`src/rtl/tick_timer_pkg.sv`:
```
// Shared types and constants for the tick-driven timer.
package tick_timer_pkg;

    typedef enum logic [1:0] {
        S_IDLE    = 2'd0,
        S_ARMED   = 2'd1,
        S_RUN     = 2'd2,
        S_EXPIRED = 2'd3
    } t_timer_state;

    localparam logic MODE_ONESHOT  = 1'b0;
    localparam logic MODE_PERIODIC = 1'b1;

endpackage

```
`src/rtl/tick_timer_downcnt.sv`:
```
// Loadable down-counter; load has priority over decrement, never wraps below zero.
module tick_timer_downcnt #(
    parameter int W = 8
) (
    input  logic         ck_i,
    input  logic         rst_i,
    input  logic         load_i,
    input  logic [W-1:0] load_val_i,
    input  logic         dec_i,
    output logic [W-1:0] value_o,
    output logic         is_one_o,
    output logic         is_zero_o
);

    logic [W-1:0] value_q;
    logic [W-1:0] value_d;

    always_comb begin
        value_d = value_q;
        if (load_i) begin
            value_d = load_val_i;
        end else if (dec_i && (value_q != '0)) begin
            value_d = value_q - W'(1);
        end
    end

    always_ff @(posedge ck_i) begin
        if (rst_i) begin
            value_q <= '0;
        end else begin
            value_q <= value_d;
        end
    end

    assign value_o   = value_q;
    assign is_one_o  = (value_q == W'(1));
    assign is_zero_o = (value_q == '0);

endmodule

```
`src/rtl/tick_timer.sv`:
```
// Programmable tick-driven timer: counts divider ticks down from a loaded value and
// raises a sticky IRQ at terminal count, in one-shot or periodic mode.
module tick_timer
    import tick_timer_pkg::*;
#(
    parameter int C_CNT_WIDTH = 8
) (
    input  logic                   ck_i,
    input  logic                   rst_i,
    input  logic                   tick_i,
    input  logic                   load_valid_i,
    output logic                   load_ready_o,
    input  logic [C_CNT_WIDTH-1:0] load_val_i,
    input  logic                   load_mode_i,
    input  logic                   start_i,
    input  logic                   stop_i,
    input  logic                   irq_ack_i,
    output logic                   irq_o,
    output logic                   busy_o,
    output logic [C_CNT_WIDTH-1:0] count_o
);

    t_timer_state           state_q, state_d;
    logic [C_CNT_WIDTH-1:0] reload_q, reload_d;
    logic                   mode_q, mode_d;
    logic                   irq_q, irq_d;
    logic                   busy_q, load_ready_q;

    logic                   cnt_load;
    logic [C_CNT_WIDTH-1:0] cnt_load_val;
    logic                   cnt_dec;
    logic                   cnt_is_one;
    logic                   cnt_is_zero;
    logic                   irq_set;
    logic                   load_fire;

    // Loads are only accepted outside RUN; load_ready_q mirrors that registered.
    assign load_fire = load_valid_i && load_ready_q;

    always_comb begin
        state_d      = state_q;
        reload_d     = reload_q;
        mode_d       = mode_q;
        cnt_load     = 1'b0;
        cnt_load_val = '0;
        cnt_dec      = 1'b0;
        irq_set      = 1'b0;

        if (load_fire) begin
            reload_d     = load_val_i;
            mode_d       = load_mode_i;
            cnt_load     = 1'b1;
            cnt_load_val = load_val_i;
            state_d      = S_ARMED;
        end else begin
            unique case (state_q)
                S_IDLE: begin
                end
                S_ARMED: begin
                    if (start_i) begin
                        if (cnt_is_zero) begin
                            state_d = S_EXPIRED;
                            irq_set = 1'b1;
                        end else begin
                            state_d = S_RUN;
                        end
                    end
                end
                S_RUN: begin
                    // A same-cycle tick is applied before STOP pauses the count.
                    if (tick_i) begin
                        if (cnt_is_one) begin
                            irq_set  = 1'b1;
                            cnt_load = 1'b1;
                            if (mode_q == MODE_PERIODIC) begin
                                cnt_load_val = reload_q;
                            end else begin
                                cnt_load_val = '0;
                                state_d      = S_EXPIRED;
                            end
                        end else begin
                            cnt_dec = 1'b1;
                        end
                    end
                    if (stop_i && (state_d == S_RUN)) begin
                        state_d = S_ARMED;
                    end
                end
                S_EXPIRED: begin
                    if (start_i && (reload_q != '0)) begin
                        cnt_load     = 1'b1;
                        cnt_load_val = reload_q;
                        state_d      = S_RUN;
                    end
                end
                default: state_d = S_IDLE;
            endcase
        end

        irq_d = irq_q;
        if (irq_set) begin
            irq_d = 1'b1;
        end else if (irq_ack_i) begin
            irq_d = 1'b0;
        end
    end

    always_ff @(posedge ck_i) begin
        if (rst_i) begin
            state_q      <= S_IDLE;
            reload_q     <= '0;
            mode_q       <= MODE_ONESHOT;
            irq_q        <= 1'b0;
            busy_q       <= 1'b0;
            load_ready_q <= 1'b1;
        end else begin
            state_q      <= state_d;
            reload_q     <= reload_d;
            mode_q       <= mode_d;
            irq_q        <= irq_d;
            busy_q       <= (state_d == S_RUN);
            load_ready_q <= (state_d != S_RUN);
        end
    end

    tick_timer_downcnt #(
        .W(C_CNT_WIDTH)
    ) u_downcnt (
        .ck_i      (ck_i),
        .rst_i     (rst_i),
        .load_i    (cnt_load),
        .load_val_i(cnt_load_val),
        .dec_i     (cnt_dec),
        .value_o   (count_o),
        .is_one_o  (cnt_is_one),
        .is_zero_o (cnt_is_zero)
    );

    assign irq_o        = irq_q;
    assign busy_o       = busy_q;
    assign load_ready_o = load_ready_q;

endmodule
```
`config.mk`:
```
export PLATFORM = sky130hd
export DESIGN_NAME = tick_timer
export DESIGN_NICKNAME = d
export VERILOG_FILES = /design/src/rtl/tick_timer_pkg.sv /design/src/rtl/tick_timer_downcnt.sv /design/src/rtl/tick_timer.sv
export SDC_FILE = /design/constraint.sdc
export NUM_CORES = 1
export LEC_CHECK = 0
export CAP_MARGIN = 0
export CELL_PAD_IN_SITES_DETAIL_PLACEMENT = 1
export CELL_PAD_IN_SITES_GLOBAL_PLACEMENT = 2
export CORE_UTILIZATION = 26
export DETAILED_ROUTE_END_ITERATION = 8
export PLACE_DENSITY = 0.8
export SETUP_SLACK_MARGIN = 0.15
export SYNTH_ARGS = -nofsm -noshare
export SYNTH_HDL_FRONTEND = slang
export SYNTH_SLANG_ARGS = --single-unit
```
`constraint.sdc`:
```
create_clock -name ck_i -period 1.9 [get_ports ck_i]
set_input_delay 0.19 -clock ck_i [delete_from_list [all_inputs] [get_ports ck_i]]
set_output_delay 0.19 -clock ck_i [all_outputs]
set_load 0.05 [all_outputs]
```
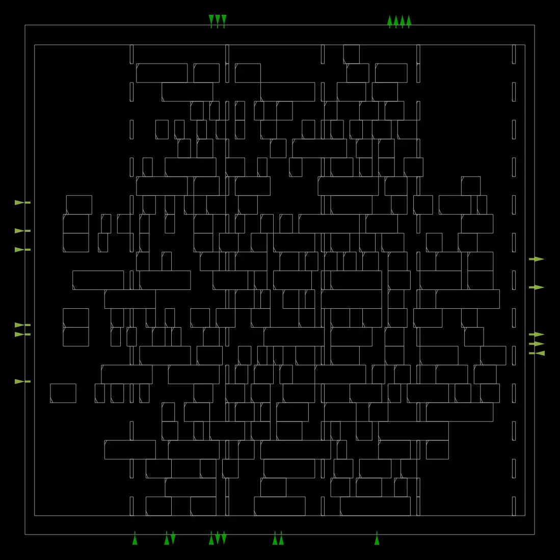
**Above:** cell placement.
core area: 0.004817 sq mm
fillers: 581

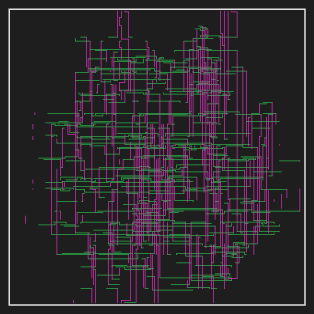
**Above:** routed metal, one color a layer.
(4 px per um) Only two layers are drawn.
met2 -> magenta  # wire length 2320 um
met1 -> green  # wire length 2010 um

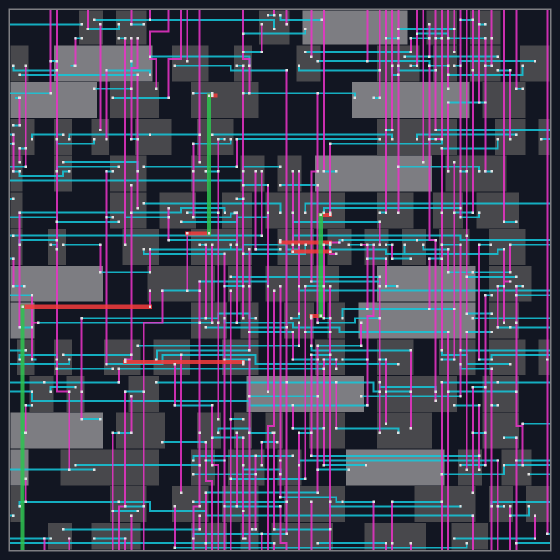
**Above:** layout detail.
Window x 17 to 57, y 17 to 57 um. Cells in gray, sequential cells in the stronger gray; small squares are vias.
met1 -> cyan
met4 -> green
met3 -> red
met2 -> magenta
netlist names of flops here include = `u_downcnt.value_o` (7), `reload_q` (4)
most frequent = buf_4 (16), nand2_1 (12), a21oi_1 (11)
cells with their middle in the window = 109
sequential cells in the window = 11

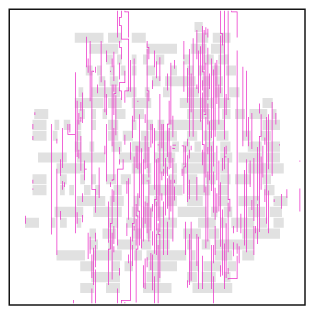
**Above:** metal 2.
(4 px per um) Cells faint in the background.
longest straight run = 45.2 um
wire length on this layer = 2320 um
nets with wire on the layer = 191
main direction = vertical
share of all routed wire = 52%
final wirelength: 4465 um
met2 Use GR: 31.60%
Vias: 1348

==> results.json <==
{
  "holdPathEnd": "mode_q",
  "place_hpwl_um": 3427,
  "io_pins": 27,
  "status": "finished, violations left",
  "wire_per_inst_um": 16.18,
  "yosysCellCount": 163,
  "mux_share_pct": 0.7512,
  "ys_sh_simple_pct": 24.79,
  "crit_chain": "or4_4, o311ai_4, buf_4, mux2i_1, a22oi_1, a21oi_1",
  "r2r_cells": 6,
  "setup-tns-final_ns": -0.3391,
  "start_kind": "flip-flop",
  "min_path_type": "primary input to flip-flop",
  "violations": "negative setup slack",
  "overflow": 0,
  "layout-drive-gt1-share_pct": 29.19,
  "setup_viol_count_final": 8,
  "post-cts-setup-buffers": 2,
  "route.met2.wl_um": 2316,
  "fin_crit_sh_pct": 104.5,
  "ys_sh_aoi_pct": 29.30,
  "power.switching_w": 0.0004115,
  "comb_cells": 127,
  "crit_cells": 6,
  "top_layer": "met4",
  "lay_top_count": "nand2_1",
  "yosys.area.top_type": "dfxtp_1",
  "seq_cells": 22,
  "r2r-start": "u_downcnt.value_o[4]",
  "buffers": 51,
  "power_switching_share_pct": 33.41,
  "drc": 0,
  "use_met3_pct": 0.8230,
  "worst-path-max-fanout": 4,
  "layout_top_cells": "25 x nand2_1, 23 x buf_4, 21 x clkdlybuf4s50_1",
  "clk_pin_slew_worst_paths_ns": 0.08,
  "hold_viol": 0,
  "slew_viol_final": 0,
  "dpl_worst_slack_ns": -0.2849,
  "whs_ns": 0.4732,
  "dominant_cells": "logic gates",
  "synth_cell_types": 42,
  "grt_max_degree": 20,
  "holdPathStages": 3,
  "critPathMaxStageDelay_ns": 0.57,
  "stdcell_area_sq_mm": 0.002037,
  "ir_drop_uv": 248.9,
  "gp_congestion": 0.8410,
  "use_met1_pct": 22.88,
  "synth_cells": 163,
  "wl_met3_um": 83,
  "internal_power_w": 0.0008201,
  "syn_area_sq_mm": 0.001333,
  "yosys.cell_count.top_type": "nand2_1",
  "worst-r2r-setup-slack_ns": -0.09,
  "postPlaceCellArea_sq_mm": 0.001858,
  "dr.pass1.iters": 4,
  "clk_path_buf_depth": 2,
  "synth-async-reset-ratio_pct": 0,
  "synth_top_flop_cell": "dfxtp_1",
  "utilization_pct": 42.29,
  "timing.final.ws_setup_ns": -0.08595,
  "p_total_w": 0.001232,
  "critPathLaunch": "u_downcnt.value_o[4]",
  "nets": 235
}
